[src/rtl/servo_pkg.sv]
// servo_pkg: shared constants and helpers for the multi-channel servo pulse generator.
//   TICK_DIV_DEF / FRAME_TICKS_DEF / PW_MAX_DEF : default timebase and saturation values
//   cnt_w()  : bit width needed to hold 0..n_states-1 (minimum 1)
//   sat_pw() : clamp a signed command+trim sum into 0..pw_max ticks
package servo_pkg;

    localparam int unsigned TICK_DIV_DEF    = 32;
    localparam int unsigned FRAME_TICKS_DEF = 2048;
    localparam int unsigned PW_MAX_DEF      = 2047;

    // Width of a counter that runs 0..n_states-1.
    function automatic int unsigned cnt_w(input int unsigned n_states);
        return (n_states <= 2) ? 32'd1 : $clog2(n_states);
    endfunction

    // Saturate a signed sum to the legal pulse-width range.
    function automatic int unsigned sat_pw(input int signed sum, input int unsigned pw_max);
        if (sum < 0) return 32'd0;
        if ($unsigned(sum) > pw_max) return pw_max;
        return $unsigned(sum);
    endfunction

endpackage

[src/rtl/servo_timebase.sv]
// servo_timebase: shared frame timebase (clock divider + tick counter).
//   i_clk, i_rst_n : clock, asynchronous active-low reset
//   o_fs_c         : combinational frame-start condition (div_cnt==0 && tick_cnt==0)
//   o_tick_cnt     : current tick within the frame, 0..FRAME_TICKS-1
module servo_timebase
    import servo_pkg::*;
#(
    parameter int unsigned  TICK_DIV    = TICK_DIV_DEF,
    parameter int unsigned  FRAME_TICKS = FRAME_TICKS_DEF,
    localparam int unsigned TW          = cnt_w(FRAME_TICKS)
) (
    input  logic          i_clk,
    input  logic          i_rst_n,
    output logic          o_fs_c,
    output logic [TW-1:0] o_tick_cnt
);

    localparam int unsigned DW = cnt_w(TICK_DIV);

    logic [DW-1:0] r_div_cnt;
    logic [TW-1:0] r_tick_cnt;
    logic          w_div_wrap;

    assign w_div_wrap = (r_div_cnt == DW'(TICK_DIV - 1));

    // Divider and tick counter; tick advances once per divider wrap.
    always_ff @(posedge i_clk or negedge i_rst_n) begin
        if (!i_rst_n) begin
            r_div_cnt  <= '0;
            r_tick_cnt <= '0;
        end else begin
            r_div_cnt <= w_div_wrap ? '0 : r_div_cnt + DW'(1);
            if (w_div_wrap) begin
                r_tick_cnt <= (r_tick_cnt == TW'(FRAME_TICKS - 1)) ? '0 : r_tick_cnt + TW'(1);
            end
        end
    end

    assign o_fs_c     = (r_div_cnt == '0) && (r_tick_cnt == '0);
    assign o_tick_cnt = r_tick_cnt;

endmodule

[src/rtl/servo_multi.sv]
// servo_multi: N-channel servo/PWM pulse generator on one shared frame timebase.
// Commands are captured into shadow registers at any time and transferred, with the
// signed trim added and saturated, into the active width only at frame start.
//   i_clk, i_rst_n  : clock, asynchronous active-low reset
//   i_enable        : global output enable, sampled at frame start
//   i_command       : unsigned command per channel, channel i at [i*CMD_W +: CMD_W]
//   i_cmd_valid     : per-channel strobe capturing the command slice into the shadow
//   i_offset        : signed trim per channel, same packing as i_command
//   o_servo         : registered pulse outputs
//   o_frame_start   : one-cycle pulse, one clock after the frame-start condition
//   o_failsafe      : per-channel failsafe flag (only when SERVO_FAILSAFE_EN is defined)
// Build option: SERVO_FAILSAFE_EN adds per-channel stale-command detection.
module servo_multi
    import servo_pkg::*;
#(
    parameter int unsigned N_CH            = 4,
    parameter int unsigned CMD_W           = 10,
    parameter int unsigned TICK_DIV        = TICK_DIV_DEF,
    parameter int unsigned FRAME_TICKS     = FRAME_TICKS_DEF,
    parameter int unsigned PW_MAX          = PW_MAX_DEF,
    parameter int unsigned FAILSAFE_FRAMES = 50,
    parameter int unsigned FAILSAFE_CMD    = 0
) (
    input  logic                    i_clk,
    input  logic                    i_rst_n,
    input  logic                    i_enable,
    input  logic [N_CH*CMD_W-1:0]   i_command,
    input  logic [N_CH-1:0]         i_cmd_valid,
    input  logic [N_CH*CMD_W-1:0]   i_offset,
    output logic [N_CH-1:0]         o_servo,
    output logic                    o_frame_start
`ifdef SERVO_FAILSAFE_EN
    ,
    output logic [N_CH-1:0]         o_failsafe
`endif
);

    localparam int unsigned TW   = cnt_w(FRAME_TICKS);
    localparam int unsigned PW_W = cnt_w(PW_MAX + 1);
    localparam int unsigned SW   = CMD_W + 2;

    // Elaboration-time parameter sanity.
    if (PW_MAX >= FRAME_TICKS) begin : g_chk_pw_max
        $error("servo_multi: PW_MAX must be below FRAME_TICKS");
    end
    if (TICK_DIV < 2) begin : g_chk_tick_div
        $error("servo_multi: TICK_DIV must be at least 2");
    end
    if ((FAILSAFE_FRAMES < 1) || (FAILSAFE_CMD >= (32'd1 << CMD_W))) begin : g_chk_failsafe
        $error("servo_multi: failsafe parameters out of range");
    end

    logic          w_fs;
    logic [TW-1:0] w_tick_cnt;
    logic          r_en_frame;
    logic          r_frame_start;
    logic          w_en_eff;

    servo_timebase #(
        .TICK_DIV    (TICK_DIV),
        .FRAME_TICKS (FRAME_TICKS)
    ) u_timebase (
        .i_clk      (i_clk),
        .i_rst_n    (i_rst_n),
        .o_fs_c     (w_fs),
        .o_tick_cnt (w_tick_cnt)
    );

    // At frame start the outputs already use the freshly sampled enable.
    assign w_en_eff = w_fs ? i_enable : r_en_frame;

    // Frame enable latch and frame-start marker.
    always_ff @(posedge i_clk or negedge i_rst_n) begin
        if (!i_rst_n) begin
            r_en_frame    <= 1'b0;
            r_frame_start <= 1'b0;
        end else begin
            if (w_fs) r_en_frame <= i_enable;
            r_frame_start <= w_fs;
        end
    end

    assign o_frame_start = r_frame_start;

    for (genvar gi = 0; gi < N_CH; gi++) begin : g_ch
        logic [CMD_W-1:0]     r_shadow;
        logic [PW_W-1:0]      r_active_w;
        logic                 r_servo;
        logic [CMD_W-1:0]     w_off;
        logic signed [SW-1:0] w_sum;
        logic [PW_W-1:0]      w_width_new;
        logic [PW_W-1:0]      w_width_eff;

        // Zero-extended command plus sign-extended trim; two guard bits cannot overflow.
        assign w_off       = i_offset[gi*CMD_W +: CMD_W];
        assign w_sum       = $signed({2'b00, r_shadow}) + $signed({{2{w_off[CMD_W-1]}}, w_off});
        assign w_width_new = PW_W'(sat_pw(32'(w_sum), PW_MAX));
        assign w_width_eff = w_fs ? w_width_new : r_active_w;

        // Active width transfer and pulse generation.
        always_ff @(posedge i_clk or negedge i_rst_n) begin
            if (!i_rst_n) begin
                r_active_w <= '0;
                r_servo    <= 1'b0;
            end else begin
                if (w_fs) r_active_w <= w_width_new;
                r_servo <= w_en_eff && (w_tick_cnt < TW'(w_width_eff));
            end
        end

`ifdef SERVO_FAILSAFE_EN
        localparam int unsigned FW = cnt_w(FAILSAFE_FRAMES + 1);

        logic [FW-1:0] r_miss_cnt;
        logic          r_failsafe;

        // Shadow capture; a stale channel falls back to the failsafe command.
        always_ff @(posedge i_clk or negedge i_rst_n) begin
            if (!i_rst_n) begin
                r_shadow   <= '0;
                r_miss_cnt <= '0;
                r_failsafe <= 1'b0;
            end else if (i_cmd_valid[gi]) begin
                r_shadow   <= i_command[gi*CMD_W +: CMD_W];
                r_miss_cnt <= '0;
                r_failsafe <= 1'b0;
            end else if (w_fs && (r_miss_cnt < FW'(FAILSAFE_FRAMES))) begin
                r_miss_cnt <= r_miss_cnt + FW'(1);
                if (r_miss_cnt == FW'(FAILSAFE_FRAMES - 1)) begin
                    r_failsafe <= 1'b1;
                    r_shadow   <= CMD_W'(FAILSAFE_CMD);
                end
            end
        end

        assign o_failsafe[gi] = r_failsafe;
`else
        // Shadow capture; holds the last command indefinitely.
        always_ff @(posedge i_clk or negedge i_rst_n) begin
            if (!i_rst_n) begin
                r_shadow <= '0;
            end else if (i_cmd_valid[gi]) begin
                r_shadow <= i_command[gi*CMD_W +: CMD_W];
            end
        end
`endif

        assign o_servo[gi] = r_servo;
    end

endmodule

[config.mk]
export PLATFORM = sky130hd
export DESIGN_NAME = servo_multi
export DESIGN_NICKNAME = d
export VERILOG_FILES = /design/src/rtl/servo_pkg.sv /design/src/rtl/servo_timebase.sv /design/src/rtl/servo_multi.sv
export SDC_FILE = /design/constraint.sdc
export NUM_CORES = 1
export LEC_CHECK = 0
export CELL_PAD_IN_SITES_DETAIL_PLACEMENT = 1
export CELL_PAD_IN_SITES_GLOBAL_PLACEMENT = 1
export CORE_MARGIN = 2
export CORE_UTILIZATION = 28
export DETAILED_ROUTE_END_ITERATION = 16
export PLACE_DENSITY_LB_ADDON = 0.25
export SLEW_MARGIN = 0
export SYNTH_ARGS = -nofsm -noshare
export SYNTH_HDL_FRONTEND = slang
export SYNTH_SLANG_ARGS = --single-unit
[constraint.sdc]
create_clock -name i_clk -period 4.35 [get_ports i_clk]
set_input_delay 0.6525 -clock i_clk [delete_from_list [all_inputs] [get_ports i_clk]]
set_output_delay 0.6525 -clock i_clk [all_outputs]
set_load 0.05 [all_outputs]
**Run 1: sequential cells grouped by signal name**

Drawn at 3 px/um. Other sequential cells in the stronger gray, the rest of the logic in the fainter gray.
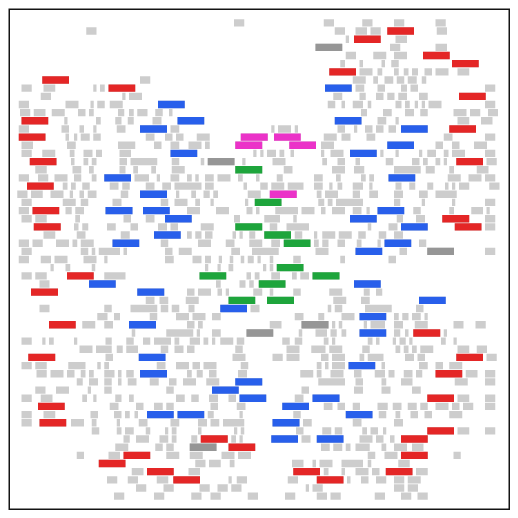
[blue] `g_ch.r_active_w` | sequential cells: 44
[red] `g_ch.r_shadow` | sequential cells: 40 | where: all over the die
[magenta] `u_timebase.r_div_cnt` | sequential cells: 5 | where: north
[green] `u_timebase.o_tick_cnt` | sequential cells: 11 | where: center
not colored: 6

**Run 1: clock nets**

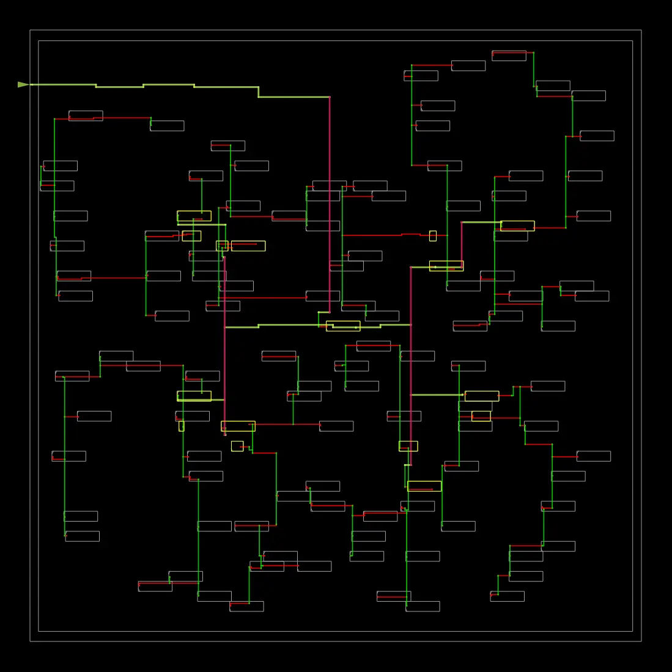
number of clock sinks: 106
CTS buffer count: 9

**Run 1: routed metal, one color a layer**

Drawn at 3 px/um.
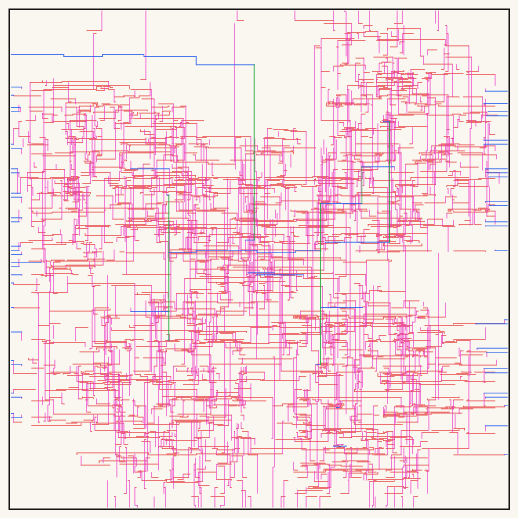
[blue] met3 | wire length: 496 um
[green] met4 | wire length: 213 um
[magenta] met2 | wire length: 8,910 um
[red] met1 | wire length: 8,860 um
GRT Util Overall: 0.140
routed wire length per instance: 15.9 um
total wire length: 18,500 um

**Run 1: local utilization**

Drawn at 2 px/um. 17 x 17 tiles, from white (low) to dark blue (high), 0 to 100% covered.
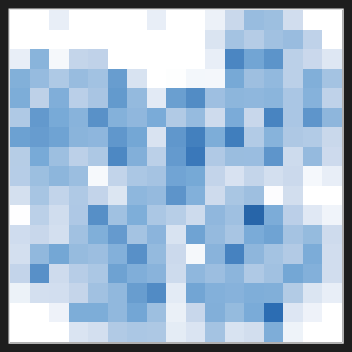
densest ninth of the die: center
tiles over 75% full: 0.70%
nearly empty tiles: 14%

run 1: report_power, final:
group	switching [mW]	leakage [nW]	total (mW)	internal [mW]
combinational	0.431	2.49	0.833	0.402
clock	0.391	0.146	0.829	0.438
sequential	0.0448	1.33	1.12	1.08
total	0.867	3.96	2.79	1.92
run 1: registers in the layout, summed over array words and instances, names as in the netlist:
name	count
r_en_frame	1
u_timebase.o_tick_cnt	11
o_frame_start	1
g_ch.r_shadow	40
g_ch.r_active_w	44
g_ch.r_servo	4
u_timebase.r_div_cnt	5
run 1: metrics by stage:
stage                     power, mW  hold slack [ps]   util  TNS (ps)  cells
after floorplan                1.71              357      -         0    716
after global placement         1.98              455  0.338         0   1143
after detailed placement       1.99              465  0.338     -47.6   1143
after CTS                      2.85              359  0.349         0   1159
after global routing           2.98              390  0.349         0   1159
final                          2.79              329  0.349         0   1159
run 1: cell usage after synthesis (all sizes together) (11+ instances only):
| cell | instances | area (um2) |
|---|---|---|
| a21o | 18 | 135 |
| o21ai | 37 | 185 |
| inv | 27 | 101 |
| xnor2 | 26 | 228 |
| nor2 | 35 | 134 |
| a21oi | 43 | 249 |
| a22oi | 27 | 203 |
| o21a | 14 | 105 |
| nand3 | 11 | 55.1 |
| ha | 89 | 1110 |
| dfrtp | 106 | 2650 |
| mux2 | 34 | 387 |
| a22o | 29 | 254 |
| buf | 14 | 88.8 |
| nand2 | 47 | 176 |
| xor2 | 14 | 123 |
| nand4 | 11 | 83.8 |
run 1: logic make-up (layout without fill, tap and decap cells):
logic type,Yosys count,in the layout,synth area share
compound gates,237,237,0.233
xor+xnor,40,40,0.0476
fa+ha+maj,93,93,0.162
buf+inv,52,160,0.0316
flops,106,106,0.360
mux,36,36,0.0552
simple gates,152,152,0.110
==> flow_metrics.env, run 1 <==
# flow metrics
export IMPL_powerDensity_nw_per_um2=308
export IMPL_logic_area_um2=4480
export IMPL_worstReg2RegStart="g_ch[2].r_shadow[0]$_DFFE_PN0P_"
export IMPL_finalClockPeriodUsage=0.922
export IMPL_core_util_floorplan=0.284
export IMPL_grt_setup_unrepaired="false"
export IMPL_yosys_area_um2=7360
export IMPL_drc=0
export IMPL_number_of_antenna_violations_at_the_first_check_in_global_routing=0
export IMPL_comb_area_share=0.494
export IMPL_worst_slew_pin_transition_ps=733
export IMPL_drt_iter0_drc=205
export IMPL_synth_cells=716
export IMPL_maximum_single_stage_delay_on_the_critical_path_ps=490
export IMPL_max_cap_violations=0
export IMPL_met2_length_um=8910
export IMPL_nonClkBufAreaFrac=0.122
export IMPL_finalHoldViolations=0
export IMPL_post_detailed_placement_half_perimeter_wirelength_um=14100
export IMPL_setup_worst_path_end="g_ch[2].r_servo$_DFF_PN0_"
export IMPL_wl_met1_um=8860
export IMPL_final_clk_cell_share=0.0323
export IMPL_cpMaxStageDelayCell="sky130_fd_sc_hd__or4b_1"
export IMPL_finalWorstSetupSlack_ps=341
export IMPL_netlist_area_um2=7360
export IMPL_fp_dieArea_um2=27600
export IMPL_design_area_um2=9050
export IMPL_setup_worst_path_end_class="flop"
export IMPL_slew_violations=0
export IMPL_dpl_worst_slack_ps=-47.6
export IMPL_n_diodes=0
export IMPL_gp_routability_congestion=0.800
export IMPL_die_width_um=166
export IMPL_clock_skew_final_ps=6.34
export IMPL_placement_rows=59
export IMPL_ys_seq_frac=0.360
export IMPL_timing_critical_path_cells="clkdlybuf4s50_1, ha_1, inv_1, fa_1, nor2b_4, o31ai_2, or4b_1, a32o_1, mux2_4, o21a_1, ha_1, o21ai_0, nor2_1, o21ai_0, and3_1, o41a_1, a31o_2"
export IMPL_final_layout_top_logic_cells="sky130_fd_sc_hd__dfrtp_1, sky130_fd_sc_hd__clkdlybuf4s50_1, sky130_fd_sc_hd__ha_1, sky130_fd_sc_hd__nand2_1, sky130_fd_sc_hd__a21oi_1"
export IMPL_floorplan_nets=896
export IMPL_grt_start_max_net_pins=51
export IMPL_async_reset_ff_frac=1.00
export IMPL_dieHeight_um=166
export IMPL_numSequentialCells=106
export IMPL_floorplan_tapcells=335
export IMPL_timing_fmax_mhz=249
export IMPL_cp_start_kind="input port"
export IMPL_topRoutingLayerUsed="met4"
export IMPL_non_clock_inverters=28
export IMPL_maxSlewHeadroom=0.511
export IMPL_grtUsageMet1=0.181
export IMPL_vias_per_cell=5.04
export IMPL_grt_pass1_wl_um=31800
export IMPL_pleak_nw=3.96
export IMPL_outcome="complete, no violations"
export IMPL_num_fill_cells=2926
export IMPL_clk_root_buffer_cell="sky130_fd_sc_hd__clkbuf_16"
export IMPL_worst_path_buf_inv=2
export IMPL_enable_flop_cells=0
==> run 2, diff against run 1 <==
Settings changed: DONT_BUFFER_PORTS set to 1.
**Run 2: local utilization**

Drawn at 2 px/um. 17 x 17 tiles, from white (low) to dark blue (high), 0 to 100% covered.
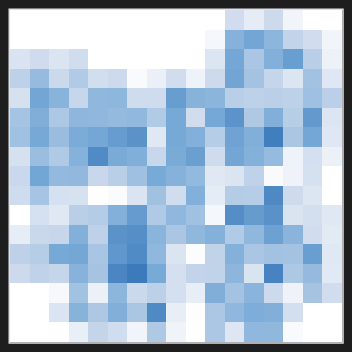
densest ninth of the die: center
mean over tiles: 28%
nearly empty tiles: 16%
emptiest ninth of the die: north
fullest tile: 70%

==> run 2 against run 1 <==
First-iteration DRC count down 17%. Non-clock buffer count down 106. Area after synthesis unchanged. Synthesized cell count unchanged. Sequential power about the same.
==> flow_metrics.env, run 2 <==
# flow metrics
export IMPL_netlist_area_um2=7360
export IMPL_gp_routability_congestion=0.819
export IMPL_slew_violations=0
export IMPL_yosys_area_um2=7360
export IMPL_grt_start_max_net_pins=107
export IMPL_placed_instance_area_um2=7720
export IMPL_finalClockPeriodUsage=0.846
export IMPL_maximum_single_stage_delay_on_the_critical_path_ps=540
export IMPL_postCtsHoldBufs=1
export IMPL_pleak_nw=3.55
export IMPL_num_fill_cells=2870
export IMPL_fp_dieArea_um2=27600
export IMPL_power_share_sequential=0.405
export IMPL_power_switching_share=0.300
export IMPL_tritoncts_num_buffers=9
export IMPL_worst_slew_pin_transition_ps=820
export IMPL_outcome="complete, no violations"
export IMPL_timing_critical_path_cells="inv_1, ha_1, nor4b_2, nand4_4, buf_4, a21oi_4, a22oi_1, ha_1, a21o_1, a21o_1, a21oi_1, o211a_1, o21a_1"
export IMPL_cpMaxStageDelayCell="sky130_fd_sc_hd__dfrtp_1"
export IMPL_largest_register="g_ch.r_active_w"
export IMPL_powerDensity_nw_per_um2=349
export IMPL_finalWorstSetupSlack_ps=670
export IMPL_vdd_ir_drop_max_v=0.000197
export IMPL_wirelength_um=18900
export IMPL_hold_worst_slack_ps=248
export IMPL_drc=0
export IMPL_core_util_floorplan=0.284
export IMPL_seq_power_mw=1.14
export IMPL_design_area_um2=8090
export IMPL_drt_iter0_drc=170
export IMPL_track_usage=0.140
export IMPL_floorplan_nets=896
export IMPL_placement_rows=59
export IMPL_synthSimpleGateAreaFrac=0.110
export IMPL_multiplexer_share=0.0552
export IMPL_grt_pass1_wl_um=31500
export IMPL_vias_per_cell=5.29
export IMPL_pwr_share_comb=0.254
export IMPL_top_cell_area_share=0.360
export IMPL_total_switching_power_uw=848
export IMPL_post_detailed_placement_half_perimeter_wirelength_um=14100
export IMPL_finalHoldViolations=0
export IMPL_dominant_power_group="registers"
export IMPL_synth_cells=716
export IMPL_instances_no_fill=1052
export IMPL_cp_start_kind="flop"
export IMPL_clock_sinks=106
export IMPL_die_width_um=166
export IMPL_ys_sh_xor=0.0476
export IMPL_placed_cells=1036
export IMPL_async_reset_ff_frac=1.00
export IMPL_dpl_worst_slack_ps=404
export IMPL_ys_sh_adder=0.162
export IMPL_synthTopCellsByArea="sky130_fd_sc_hd__dfrtp_1, sky130_fd_sc_hd__ha_1, sky130_fd_sc_hd__mux2_2"
export IMPL_totalPowerFinal_mw=2.82
export IMPL_final_layout_top_logic_cells="sky130_fd_sc_hd__dfrtp_1, sky130_fd_sc_hd__ha_1, sky130_fd_sc_hd__nand2_1, sky130_fd_sc_hd__a21oi_1, sky130_fd_sc_hd__nor2_1"
export IMPL_number_of_antenna_violations_at_the_first_check_in_global_routing=0
export IMPL_ys_seq_frac=0.360
export IMPL_logic_area_um2=4480
export IMPL_pwr_share_clk=0.342
export IMPL_enable_flop_cells=0
export IMPL_setup_worst_path_end_class="flop"
export IMPL_detail_route_wl_per_cell_um=18.0
export IMPL_internal_power_mw=1.97
export IMPL_worstReg2RegStart="u_timebase.o_tick_cnt[0]$_DFFE_PN0P_"
export IMPL_synthMostInstantiatedCell="sky130_fd_sc_hd__dfrtp_1"
export IMPL_timing_fmax_mhz=272
export IMPL_synthDominantAreaCellType="sky130_fd_sc_hd__dfrtp_1"
export IMPL_powerComb_uw=716
**Run 2: clock nets**

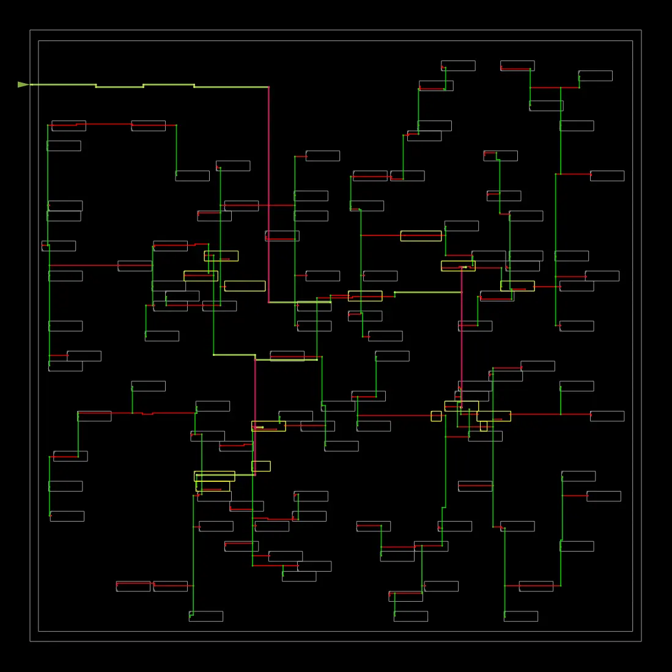
Clock group: 964 uW
worst-case clock skew: 8.49 ps
Late-Pin Clk Latency: 350 ps

[run 2: cell counts after synthesis]
Identical to the previous run, type by type.
[run 2: final timing paths]
kind                                                    end  slack [ps]
max                               g_ch[1].r_servo$_DFF_PN0_         670
max in group asynchronous   g_ch[0].r_shadow[9]$_DFFE_PN0P_        3670
max reg2reg                       g_ch[1].r_servo$_DFF_PN0_         670
min in group i_clk          g_ch[3].r_shadow[1]$_DFFE_PN0P_         380
min                         g_ch[2].r_shadow[6]$_DFFE_PN0P_         250
min reg2reg                g_ch[0].r_active_w[10]$_DFF_PN0_         480
[run 2: cell type report]
| type | instances | area share |
|---|---|---|
| clock buffers | 10 | 0.0295 |
| clock inverters | 5 | 0.0127 |
| inverters | 28 | 0.0131 |
| multi-input cells | 558 | 0.553 |
| flip-flops and latches | 106 | 0.328 |
| well taps | 335 | 0.0518 |
| repair buffers | 10 | 0.0118 |
[run 2: worst reg2reg max path, stage by stage, from the launching register on]
cell and delay (ps):
sky130_fd_sc_hd__dfrtp_1 540, sky130_fd_sc_hd__inv_1 210, sky130_fd_sc_hd__ha_1 160, sky130_fd_sc_hd__nor4b_2 300
sky130_fd_sc_hd__nand4_4 330, sky130_fd_sc_hd__buf_4 340, sky130_fd_sc_hd__a21oi_4 430, sky130_fd_sc_hd__a22oi_1 140
sky130_fd_sc_hd__ha_1 330, sky130_fd_sc_hd__a21o_1 170, sky130_fd_sc_hd__a21o_1 180, sky130_fd_sc_hd__a21oi_1 180
sky130_fd_sc_hd__o211a_1 180, sky130_fd_sc_hd__o21a_1 130
[run 2: metal layers]
layer / global-route usage / up-vias / part of all wire
met1: 0.172 / 2789 / 0.45
met5: 0 / - / 0
met2: 0.250 / 85 / 0.50
li1: - / 2684 / -
met3: 0.0300 / 12 / 0.033
met4: 0.0306 / 0 / 0.0094
**Run 2: routed metal, one color a layer**

Drawn at 3 px/um.
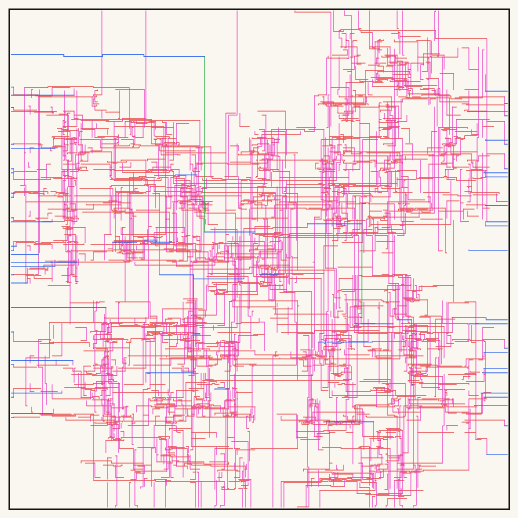

==> run 3, diff against run 2 <==
Clock period 4.35 ns to 3.2 ns, I/O delays scaled along.
**Run 3: routed metal, one color a layer**

Drawn at 3 px/um.
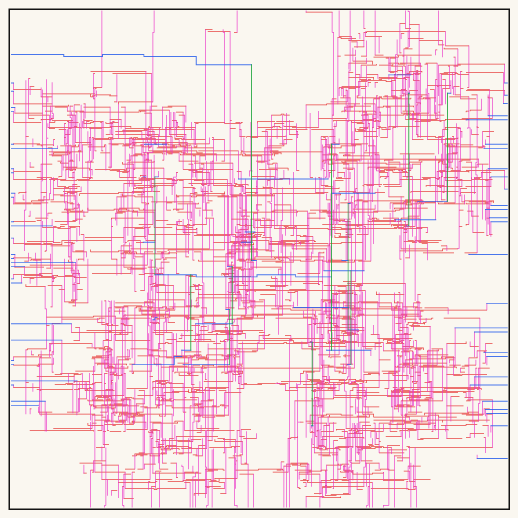
[blue] met3 | wire length: 705 um
[red] met1 | wire length: 8,780 um
[magenta] met2 | wire length: 10,900 um
[green] met4 | wire length: 411 um
routed wire length per instance: 18.1 um
GRT Util Overall: 0.157

==> run 3 against run 2 <==
Clock power grew 27%. Sequential power grew 37%. Critical endpoint is now g_ch[2].r_servo$_DFF_PN0_. Via count grew 8.1%. Utilization grew 4.5 points. The run now ends with setup timing left. Critical path depth grew 3.
==> flow_metrics.env, run 3 <==
# flow metrics
export IMPL_top_cell_area_share=0.360
export IMPL_core_util_floorplan=0.284
export IMPL_vdd_ir_drop_max_v=0.000202
export IMPL_maximum_single_stage_delay_on_the_critical_path_ps=490
export IMPL_reg2reg_slack_ps=-290
export IMPL_yosys_register_bits=106
export IMPL_finalHoldViolations=0
export IMPL_number_of_antenna_violations_at_the_first_check_in_global_routing=0
export IMPL_power_switching_share=0.316
export IMPL_violations="setup timing"
export IMPL_setup_worst_path_end="g_ch[2].r_servo$_DFF_PN0_"
export IMPL_pwr_share_clk=0.301
export IMPL_aoi_share=0.233
export IMPL_r2r_end="g_ch[2].r_servo$_DFF_PN0_"
export IMPL_tritoncts_num_buffers=9
export IMPL_dieHeight_um=166
export IMPL_met2_length_um=10900
export IMPL_maxSlewHeadroom=0.611
export IMPL_gp_routability_congestion=0.806
export IMPL_clock_sinks=106
export IMPL_outcome="finished with violations"
export IMPL_netlist_logic_family_top="AND-OR/OR-AND gates"
export IMPL_timing_critical_path_cells="ha_4, inv_2, fa_2, nor2b_4, o31ai_4, or4b_4, a32o_2, mux2_4, o21a_1, ha_4, o21ai_2, nor2_1, nor2_1, and3_1, o41a_1, a31o_2"
export IMPL_die_width_um=166
export IMPL_fp_dieArea_um2=27600
export IMPL_dr_wl_met3_um=704
export IMPL_synth_cells_most_frequent="sky130_fd_sc_hd__dfrtp_1, sky130_fd_sc_hd__ha_1, sky130_fd_sc_hd__nand2_1, sky130_fd_sc_hd__a21oi_1, sky130_fd_sc_hd__nor2_1"
export IMPL_grt_start_max_net_pins=107
export IMPL_multiplexer_share=0.0552
export IMPL_wirelength_um=20800
export IMPL_pwr_share_comb=0.316
export IMPL_finalWorstSetupSlack_ps=-291
export IMPL_ys_seq_frac=0.360
export IMPL_setup_worst_path_end_class="flop"
export IMPL_ys_sh_adder=0.162
export IMPL_number_of_setup_violations_in_the_final_report=2
export IMPL_worst_path_buf_inv=1
export IMPL_cpMaxStageDelayCell="sky130_fd_sc_hd__or4b_4"
export IMPL_wl_met1_um=8780
export IMPL_final_layout_top_logic_cells="sky130_fd_sc_hd__dfrtp_1, sky130_fd_sc_hd__buf_4, sky130_fd_sc_hd__ha_1, sky130_fd_sc_hd__nand2_1, sky130_fd_sc_hd__nor2_1"
export IMPL_drc=0
export IMPL_ys_sh_xor=0.0476
export IMPL_n_diodes=0
export IMPL_mean_post_synth_cell_area_um2=10.3
export IMPL_yosys_area_um2=7360
export IMPL_largest_register_ffs=44
export IMPL_powerDensity_nw_per_um2=439
export IMPL_async_reset_ff_frac=1.00
export IMPL_grt_pass1_wl_um=35200
export IMPL_dpl_worst_slack_ps=-461
export IMPL_post_detailed_placement_half_perimeter_wirelength_um=15500
export IMPL_synthSimpleGateAreaFrac=0.110
export IMPL_worst_slew_pin_transition_ps=584
export IMPL_drt_iter0_drc=182
export IMPL_synthDominantAreaCellType="sky130_fd_sc_hd__dfrtp_1"
export IMPL_floorplan_nets=896
export IMPL_finalClockPeriodUsage=1.09
export IMPL_clk_root_buffer_cell="sky130_fd_sc_hd__clkbuf_16"
export IMPL_yosys_warnings=0
export IMPL_slew_violations=0
export IMPL_topRoutingLayerUsed="met4"
export IMPL_vias_per_cell=5.23
export IMPL_num_fill_cells=2884
export IMPL_pleak_nw=4.10
export IMPL_grt_setup_unrepaired="true"
export IMPL_clock_skew_final_ps=7.22
export IMPL_placement_rows=59
export IMPL_netlist_area_um2=7360
export IMPL_largest_register="g_ch.r_active_w"
export IMPL_enable_flop_cells=0
export IMPL_synth_cells=716
export IMPL_synthMostInstantiatedCell="sky130_fd_sc_hd__dfrtp_1"
export IMPL_power_share_sequential=0.383
export IMPL_total_switching_power_mw=1.29
export IMPL_worstSkewPairLatency_ps=360
export IMPL_detail_route_first_pass_iterations=4
export IMPL_post_route_setup_tns_ps=-352
export IMPL_timing_fmax_mhz=286
export IMPL_cp_start_kind="flop"
export IMPL_synthTopCellsByArea="sky130_fd_sc_hd__dfrtp_1, sky130_fd_sc_hd__ha_1, sky130_fd_sc_hd__mux2_2"
**Run 3: sequential cells grouped by signal name**

Drawn at 3 px/um. Other sequential cells in the stronger gray, the rest of the logic in the fainter gray.
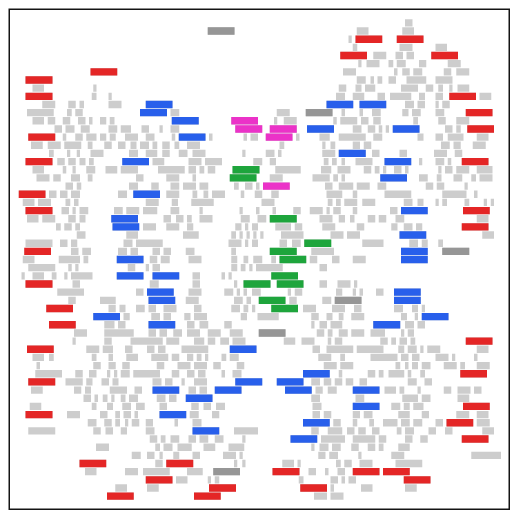
[magenta] `u_timebase.r_div_cnt` | sequential cells: 5 | where: north
[blue] `g_ch.r_active_w` | sequential cells: 44
[green] `u_timebase.o_tick_cnt` | sequential cells: 11 | where: center
[red] `g_ch.r_shadow` | sequential cells: 40 | where: all over the die
sequential fraction of total cell area: 0.286
area of all sequential standard cells: 2650 um2
Seq group: 1.56 mW
final core utilization: 0.358

## run 3: power by group through the flow
stage	registers, mW	clock network [mW]	logic [mW]
5_1_grt	1.58	1.34	1.44
3_3_place_gp	1.58	0	1.07
4_1_cts	1.56	1.29	1.23
2_1_floorplan	1.54	0	0.809
3_5_place_dp	1.59	0	1.12
6_report	1.56	1.22	1.29
## run 3: layout make-up
cell class	count	area, um2	share of cell area
Timing Repair Buffer	109	875	0.0944
Tap cell	335	419	0.0452
Multi-Input combinational cell	558	4900	0.528
Clock buffer	13	270	0.0292
Clock inverter	3	46.3	0.00500
Inverter	28	106	0.0115
Sequential cell	106	2650	0.286
## run 3: per-layer routing
layer	vias to the layer above	GRT usage
met5	-	0
met4	0	0.0488
met3	26	0.0296
met2	100	0.290
met1	3020	0.182
li1	2877	-
## run 3: worst register-to-register path: cells and delay by family, from the launching register on
family | cells | cell delay [ps]
AND-OR/OR-AND | 6 | 1050
multiplexers | 1 | 300
flip-flops | 1 | 410
AND/OR/NAND/NOR | 5 | 870
adder cells (fa/ha/maj) | 3 | 690
buffers and inverters | 1 | 60
## run 3: per-stage QoR
step                cell area (um2)  hold WS (ps)  total power, mW  std cells
detailed placement             8440           188             2.70       1114
global route                   9270           109             4.35       1152
finish                         9270          27.1             4.07       1152
floorplan                      7470           184             2.35        716
global placement               8440           188             2.65       1114
CTS                            9070          92.5             4.08       1146
## run 3: repair_timing
| item | in CTS | in global routing |
|---|---|---|
| hold buffers | 1 | 0 |
| endpoints found under the hold margin | 106 | 0 |
| setup buffers | 15 | 6 |
| gates resized | 35 | 36 |
| pin swaps | 22 | 34 |
| endpoints found under the setup margin | 4 | 4 |
No activity file was given, so power comes from the tool's default toggle rates.
